Design keypad_scanner, sky130hd; sources not shown.
Fig. 1: run 1, wires at chosen ports, followed through buffers
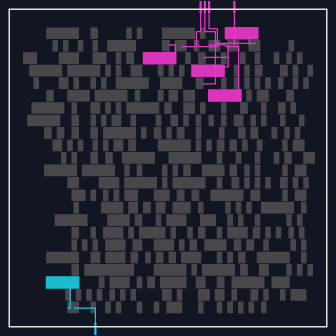
legend:
  key_held:
    color: cyan
    bits: 1
    direction: output
    end_cells: 1
    buffers: 1
    wire: 15.2 µm
  key_code:
    color: magenta
    bits: 4
    direction: output
    end_cells: 4
    buffers: 4
    wire: 99.8 µm
input/output buffers: 0
count of pins on the block boundary: 16

Fig. 2: run 1, where the registers sit
The bar under the picture is 20 µm long. Other sequential cells in the stronger gray, the rest of the logic in the fainter gray.
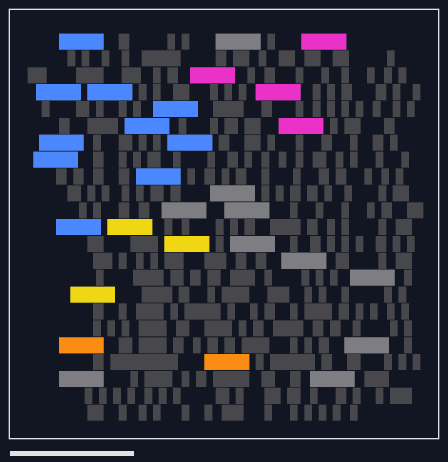
legend:
  match:
    color: yellow
    sequential_cells: 3
  key_code:
    color: magenta
    sequential_cells: 4
  dwell:
    color: blue
    sequential_cells: 10
  state:
    color: orange
    sequential_cells: 2
sequential share of cell area: 27.4%
Storage cell area: 581 µm²
Final Util: 52.5%
Sequential Power: 469 µW

Fig. 3: run 1, clock wiring as the flow saved it
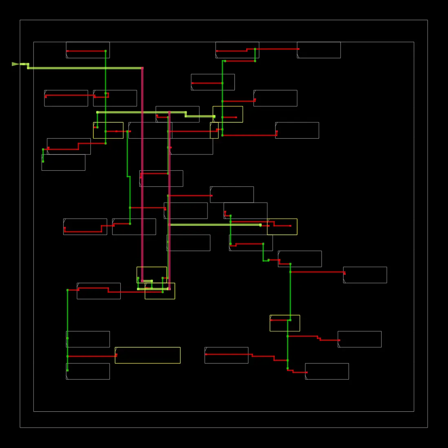
clock buffer count from CTS: 5
Worst Skew: 0.0113 ns
Clock Power: 514 µW
Layout clock buffers: 7

==> impl_results.rst, run 1 <==
Metrics
=======

.. list-table::
   :header-rows: 1

   * - Metric
     - Value
   * - Outcome
     - complete, no violations
   * - Slew at the pin closest to its max-slew limit
     - 0.928 ns
   * - Number of slew-limit violations in the final report
     - 0
   * - Standard-cell rows
     - 23
   * - Startpoint class of the critical path
     - input port
   * - Maximum number of pins on one net before global-route repair
     - 10
   * - Via count of the first global-routing pass
     - 1985
   * - CP cell instances
     - inv_1 > fa_1 > inv_1 > ha_1 > ha_1 > nor2_1 > nand3_1 > nor2_4 > o21ai_0 > a21oi_1
   * - Hold violation total from the final report
     - 0
   * - Routed via count divided by cell count
     - 5.20
   * - Flip-flop count of the largest register after layout
     - 10
   * - Instance count of the mapped netlist
     - 285
   * - Final critical-path required period
     - 2.17 ns
   * - Max VDD drop
     - 342 µV
   * - Final worst setup slack
     - 0.331 ns
   * - Final routed wire length divided by cell count
     - 15.2 µm
   * - Final routed DRC violation total
     - 0
   * - CP arrival
     - 2.37 ns
   * - Clock transition time at the flip-flop clock pins of the worst setup and hold paths
     - 0.07 ns
   * - Biggest area contributors in the synthesized netlist
     - dfxtp_1 (31%), nand2_1 (15%), nor2_1 (8.9%)
   * - Leak Pwr
     - 0.943 nW
   * - Initial Util
     - 46.1%
   * - Yosys stat chip area
     - 1860 µm²
   * - Yosys adder share
     - 7.13%
   * - Post-synthesis simple-gate area fraction
     - 39.4%
   * - Number of different library cells in the post-synthesis netlist
     - 36
   * - Setup TNS Final
     - 0 ns
   * - Number of cells in the yosys synthesis report
     - 285
   * - Std-Cell Core Area
     - 4030 µm²
   * - Mean instance size in the synthesized netlist
     - 6.52 µm²
   * - Nets
     - 317
   * - Hpwl dp
     - 3840 µm
   * - Nets at Floorplan
     - 301
   * - Total of flip-flops plus latches after synthesis
     - 29
   * - Maximum frequency from static timing analysis
     - 461 MHz
   * - Via count
     - 1830
   * - Sequential-to-total area share from yosys stat
     - 31.2%
   * - Yosys warning total
     - 0
   * - Most used flip-flop cell after synthesis
     - dfxtp_1
   * - Type of the setup path with the least slack
     - input port to register
   * - Worst R2R Path Depth
     - 7
   * - Width of the die
     - 69.0 µm
   * - Main logic family after synthesis
     - simple AND/OR/NAND/NOR gates
   * - Max Buffers Root-to-Sink
     - 2
   * - Wire length of the first global-routing pass
     - 9120 µm
   * - Depth of the worst hold-timing path
     - 2
   * - XOR-XNOR Cells, Area Fraction
     - 0.942%
   * - Setup slack of the worst register-to-register path
     - 0.77 ns
   * - # diodes
     - 0
   * - Synth-to-Final Area Change
     - 13.9%
   * - Total number of clock tree sinks
     - 29
   * - CTS H-tree depth
     - 2
   * - Drt total wl
     - 5340 µm
   * - Final period utilization
     - 86.7%
   * - Count of flip-flops with a built-in enable after synthesis
     - 0
   * - Type of destination of the critical path
     - register
   * - Ao+oa area frac
     - 12.3%
   * - Power per Cell Area
     - 491 nW/µm²
[run 1: per-layer routing]
metal	part of all wire, %	track usage, %	vias to the layer above
li1	-	-	933
met1	44	26.7	867
met2	51	43.1	21
met3	2.3	4.82	9
met4	2.0	9.15	0
met5	0	0	-
[run 1: Yosys cell counts, types with 4 or more instances]
master    n
a21oi_1  17
dfxtp_1  29
ha_1      9
inv_1    35
inv_2     6
nand2_1  73
nand3_1  16
nand4_1   4
nor2_1   44
nor2_2    5
nor3_1    5
o21ai_0   9
o21ai_1   4
[run 1: metrics by stage]
stage / area, µm² / cells / utilization (%) / hold slack, ns
final: 2120 / 352 / 52.5 / 0.162
after global routing: 2120 / 352 / 52.5 / 0.156
after CTS: 2120 / 352 / 52.5 / 0.142
after detailed placement: 1980 / 342 / 49.2 / 0.383
after global placement: 1980 / 342 / 49.2 / 0.362
after floorplan: 1860 / 285 / - / 0.388
[run 1: critical path, delay by kind of cell]
kind / cells / cell delay, ns
AND-OR/OR-AND: 2 / 0.40
buffers and inverters: 2 / 0.13
AND/OR/NAND/NOR: 3 / 0.59
adder cells (fa/ha/maj): 3 / 1.00
[run 1: area by class of cell]
class	instances	area, µm²
clock buffers	7	86.3
clock inverters	1	30.0
fillers	563	1910
inverters	42	158
multi-input cells	212	1110
flip-flops and latches	29	581
well taps	50	62.6
repair buffers	11	87.6
[run 1: report_power, final]
part | leakage [nW] | internal, mW | switching [mW]
Sequential | 0.234 | 0.466 | 0.00272
Clock | 0.0585 | 0.325 | 0.189
Combinational | 0.650 | 0.0182 | 0.0387
Total | 0.943 | 0.809 | 0.230
[run 1: timing repair]
| item | CTS | global route |
|---|---|---|
| setup buffers | 0 | 0 |
| hold buffers | 2 | 0 |
| hold endpoints to repair | 9 | 0 |
| setup endpoints to repair | 0 | 0 |
Fig. 4: run 1, signal wires by layer
The bar under the picture is 20 µm long.
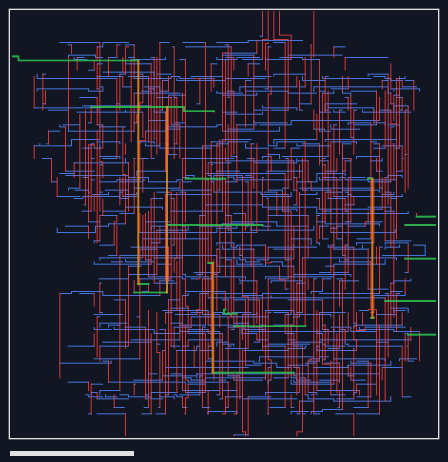

==> inputs of run 2 (changes only) <==
- CORE_ASPECT_RATIO: not set -> 0.9
- CORE_MARGIN: 2 -> 5
Fig. 5: run 2, signal wires by layer
The bar under the picture is 20 µm long.
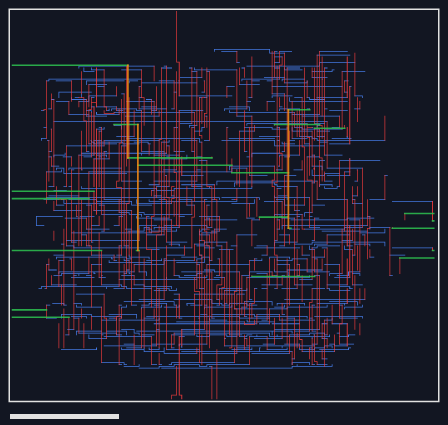
legend:
  M3:
    color: green
    wire_length: 185 µm
  M1:
    color: blue
    wire_length: 2420 µm
  M4:
    color: orange
    wire_length: 61.9 µm
  M2:
    color: red
    wire_length: 2390 µm
via count: 1838
drt total wl: 5060 µm
final routed wire length divided by cell count: 14.5 µm

Fig. 6: run 2, clock wiring as the flow saved it
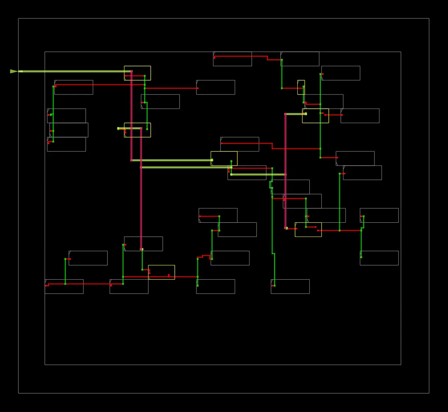
Worst Skew: 0.00505 ns
total number of sequential cells: 29
clk_lat worst skew: 0.28 ns
total number of clock tree sinks: 29
Clock Power: 393 µW

==> run 2 against run 1 <==
  * Utilization fell by 1.6 points
  * Synthesized cell count unchanged
  * Design area fell by 2.0%
  * Wire length fell by 5.2%
  * Critical path depth stayed put
  * Critical path type unchanged
  * Largest power group is now sequential cells
==> impl_results.rst, run 2 <==
Metrics
=======

.. list-table::
   :header-rows: 1

   * - Metric
     - Value
   * - Number of buffers inserted by post-CTS setup repair
     - 0 (unchanged)
   * - Input/output buffers
     - 0 (unchanged)
   * - Mean instance size in the synthesized netlist
     - 6.52 µm² (unchanged)
   * - Standard-cell rows
     - 22 (was 23)
   * - Clock transition time at the flip-flop clock pins of the worst setup and hold paths
     - 0.06 ns (was 0.07 ns)
   * - Yosys warning total
     - 0 (unchanged)
   * - Setup TNS Final
     - 0 ns (unchanged)
   * - CP arrival
     - 2.27 ns (was 2.37 ns)
   * - Storage cell area
     - 581 µm² (unchanged)
   * - Via count of the first global-routing pass
     - 1889 (was 1985)
   * - Design Area, Final
     - 2070 µm² (was 2120 µm²)
   * - Instance count of the mapped netlist
     - 285 (unchanged)
   * - Max VDD drop
     - 324 µV (was 342 µV)
   * - Commonest cells post-synth
     - nand2_1 (73), nor2_1 (44), inv_1 (35), dfxtp_1 (29), a21oi_1 (17) (unchanged)
   * - Depth of the worst hold-timing path
     - 2 (unchanged)
   * - CTS H-tree depth
     - 2 (unchanged)
   * - Total of flip-flops plus latches after synthesis
     - 29 (unchanged)
   * - Routed via count divided by cell count
     - 5.28 (was 5.20)
   * - Yosys top cell by instances
     - nand2_1 (unchanged)
   * - Cells after DPL
     - 340 (was 342)
   * - Maximum number of pins on one net before global-route repair
     - 12 (was 10)
   * - Wire length of the first global-routing pass
     - 8760 µm (was 9120 µm)
   * - Flip-flop count of the largest register after layout
     - 10 (unchanged)
   * - Most used flip-flop cell after synthesis
     - dfxtp_1 (unchanged)
   * - Initial Util
     - 45.6% (was 46.1%)
   * - Final period utilization
     - 83.0% (was 86.7%)
   * - Setup slack of the worst register-to-register path
     - 0.85 ns (was 0.77 ns)
   * - Count of flip-flops with a built-in enable after synthesis
     - 0 (unchanged)
   * - Nets
     - 316 (was 317)
   * - Startpoint class of the critical path
     - input port (unchanged)
   * - Number of slew-limit violations in the final report
     - 0 (unchanged)
   * - Outcome
     - complete, no violations (unchanged)
   * - Filler-free cell count of the finished design
     - 348 (was 352)
   * - Slew at the pin closest to its max-slew limit
     - 0.931 ns (was 0.928 ns)
   * - Final routed DRC violation total
     - 0 (unchanged)
==> run 2: cell counts after synthesis <==
No cell type changed its count.
==> run 2: what timing repair did <==
action / 4_1_cts / 5_1_grt
hold buffers: 1 / 0
gates resized: 0 / 0
hold endpoints to repair: 11 / 0
==> run 2: through the flow <==
step	hold slack [ns]	power (mW)
3_5_place_dp	0.357	0.531
6_report	0.151	0.917
5_1_grt	0.154	0.956
4_1_cts	0.148	0.924
3_3_place_gp	0.355	0.526
2_1_floorplan	0.388	0.520
==> run 2: area by class of cell <==
type	count	area share, %
sequential	29	28.0
timing repair buffer	10	3.74
tap	48	2.90
multi-input combinational	212	53.6
clock buffer	7	4.16
inverter	42	7.60
==> run 2: report_power, final <==
part	switching [mW]	total [mW]	internal, mW	leakage [nW]
combinational	0.0390	0.0556	0.0166	0.646
clock	0.175	0.393	0.218	0.0443
sequential	0.00267	0.469	0.466	0.234
total	0.217	0.917	0.701	0.924
==> run 2: layer usage <==
| layer | GRT usage [%] | routed length (µm) |
|---|---|---|
| met2 | 32.6 | 2390 |
| met4 | 5.63 | 61 |
| met1 | 25.0 | 2420 |
| met5 | 0 | 0 |
| met3 | 4.65 | 184 |
==> run 2: worst register-to-register path, cell delays in order (launching register included) <==
cell	delay, ns
dfxtp_1	0.41
inv_1	0.09
ha_1	0.27
nand3_1	0.19
nand2_1	0.10
nor2_2	0.10
nand3_2	0.16
o21ai_1	0.17
a21oi_1	0.05
==> run 2: kinds of logic after synthesis <==
logic type | after synthesis | share of synthesized area, %
buffers and inverters | 44 | 8.95
xor gates and xnor gates | 2 | 0.942
AOI/OAI and AO/OA | 38 | 12.3
adders and majority gates | 10 | 7.13
DFF | 29 | 31.2
and+or+nand+nor | 162 | 39.4
Power figures rest on the tool's default switching activity, not on a simulated workload.
